==> config.mk <==
export PLATFORM = sky130hd
export DESIGN_NAME = lsu_byte_sequencer
export DESIGN_NICKNAME = d
export VERILOG_FILES = /design/src/rtl/lsu_byte_sequencer.sv
export SDC_FILE = /design/constraint.sdc
export NUM_CORES = 1
export LEC_CHECK = 0
export CAP_MARGIN = 20
export CORE_UTILIZATION = 30
export DETAILED_ROUTE_END_ITERATION = 6
export PLACE_DENSITY = 0.52
export SLEW_MARGIN = 20
export SYNTH_ARGS = -nofsm -noshare
export SYNTH_HDL_FRONTEND = slang
export SYNTH_SLANG_ARGS = --single-unit
==> constraint.sdc <==
create_clock -name clk -period 3.6 [get_ports clk]
set_input_delay 0.54 -clock clk [delete_from_list [all_inputs] [get_ports clk]]
set_output_delay 0.54 -clock clk [all_outputs]
set_load 0.02 [all_outputs]
Met3 routing:
Scale bar: 50 µm. Cells faint in the background.
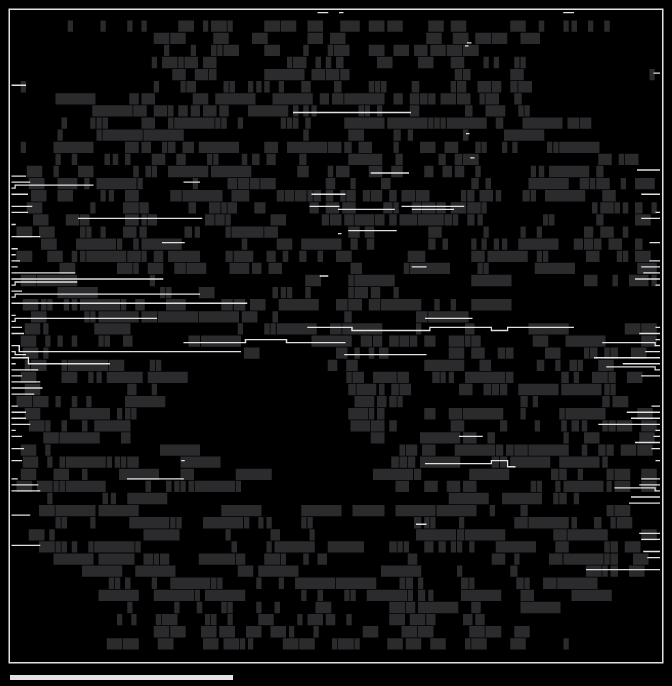
The layer carries 903 µm of wire. The longest straight run is 52.7 µm. The layer holds 5.0% of the routed length. The wires run mostly horizontal. 99 nets have wire on it.
grt met3 use: 3.84%
Post-Route WL: 18100 µm
Via Count: 5550

Signal wires on met1:
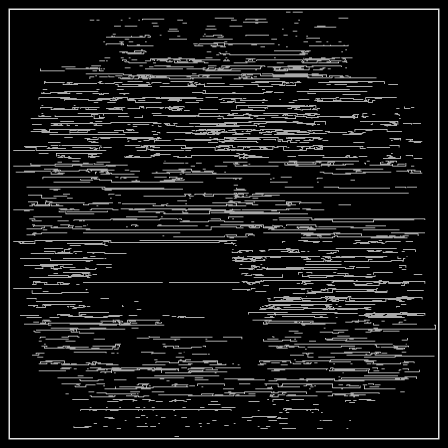
The layer holds 49% of the routed length. The longest straight run is 52.4 µm.
met1 GRT Util: 24.4%

Routing congestion map:
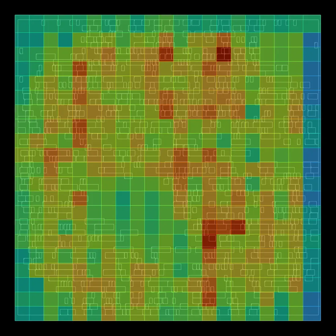
Most Used Layer, Global Route: met2
met2 usage: 26.6%
Routed wire per std cell: 15.2 µm
total track usage: 17.4%

==> run_results.csv <==
group,metric,value,unit
final_timing,setup_tns,0,ns
cts,cts_tree,"built",
place,portBuffers,156,
layout,nonClkBufAreaFrac,20.7,%
synth,synth.most_common_cell,"nand2_1",
synth,top_cells_by_count,"nand2_1, dfrtp_1, nor2_1, o21ai_0, clkbuf_1",
final_timing,post-route-period-util,95.3,%
power,combinationalPowerShare,19.2,%
synth,syn_inst,763,
power,vdd_ir_drop_max,221,µV
layout,inverters,30,
routing,viasPerCell,4.67,
synth,aoi_share,11.4,%
setup_path,r2r_setup_slack,1.47,ns
global_route,grt_overflow,0,
layout,drive_above_1_share,7.42,%
floorplanning,row_count,52,
floorplanning,io_pins,205,
setup_path,required,3.06,ns
power,pg_seq,1.50,mW
routing,met1_length,8880,µm
layout,layout_top_cell,"nand2_1",
setup_path,reg2regPathDepth,6,
layout,nNonClkBuffers,178,
setup_path,crit_family,"buffers and inverters",
layout,n_clock_buffer,9,
power,p_clk_share,32.0,%
place,pre_cts_ws,0.226,ns
setup_path,crit_path_start_kind,"register",
cts,cts_buffers,9,
cts,cts.clk_slew.worst_paths,0.08,ns
setup_path,cp_max_fo,6,
synth,simple_gate_area_share,28.8,%
routing,dr.max_layer_used,"met4",
layout,final_cells,1189,
layout,fillers,2130,
synth,yosysUniqueCellTypes,56,
synth,synth_adder_area_share,2.24,%
power,top_power_group,"registers",
final_timing,rsz0062_at_grt,"no",
layout,nets,1025,
global_route,grt_pass1_vias,5431,
power,powerDensity,366,nW/µm²
place,dpl-instance-area,8070,µm²
power,p_leak,3.68,nW
routing,dr.pass1.iters,5,
final_timing,hold_viol_final,0,
final_timing,hold_slack,0.470,ns
setup_path,cpPeakStageDelay,0.61,ns
place,gp_congestion,0.837,
synth,mux_area_share,3.52,%
cts,clkLatencyLatePin,0.36,ns
synth,ys_area,6260,µm²
final_timing,relSlewSlack,46.3,%
final_timing,fin_ws,0.169,ns
global_route,grt_pass1_wl,29000,µm
cts,clock-sinks,105,
synth,ys_cells,763,
cts,cts_max_level,3,
floorplanning,initCoreUtil,30.7,%
place,place_hpwl,13100,µm
power,pg_comb,0.589,mW
synth,top_area_share,42.0,%
synth,synth-seq-cells,105,
synth,postSynth.asyncResetShare,100,%
floorplanning,die-area,21400,µm²
status,status,"finished clean",
global_route,grt_max_degree,77,
floorplanning,die_h,146,µm
synth,syn-cell-area,6260,µm²
final_timing,slew_violations,0,
routing,drt_iter0_drc,296,
setup_path,cp-end-kind,"output pin",
power,pg_clk,0.981,mW
routing,drc_errors,0,
job,warnings,55,
cts,cts_root_buf,"clkbuf_16",
layout,comb_share,39.0,%
final_timing,tightest_slew,0.805,ns
setup_path,path_buffers,4,
setup_path,cp_cell_sequence,"buf_4, ha_1, a21o_1, nand4_1, buf_4, nor4_2, buf_4, nand2_1, xor2_1, nor2_1, clkdlybuf4s50_1",
final_timing,setup_viol,0,
power,p_sw,0.986,mW
floorplanning,core,20400,µm²
synth,ff_type,"dfrtp_1",
setup_path,cp.depth,11,
layout,diodes,2,
layout,area_growth,33.9,%
final_timing,period_needed,3.43,ns
Power and IR drop assume default switching activity.
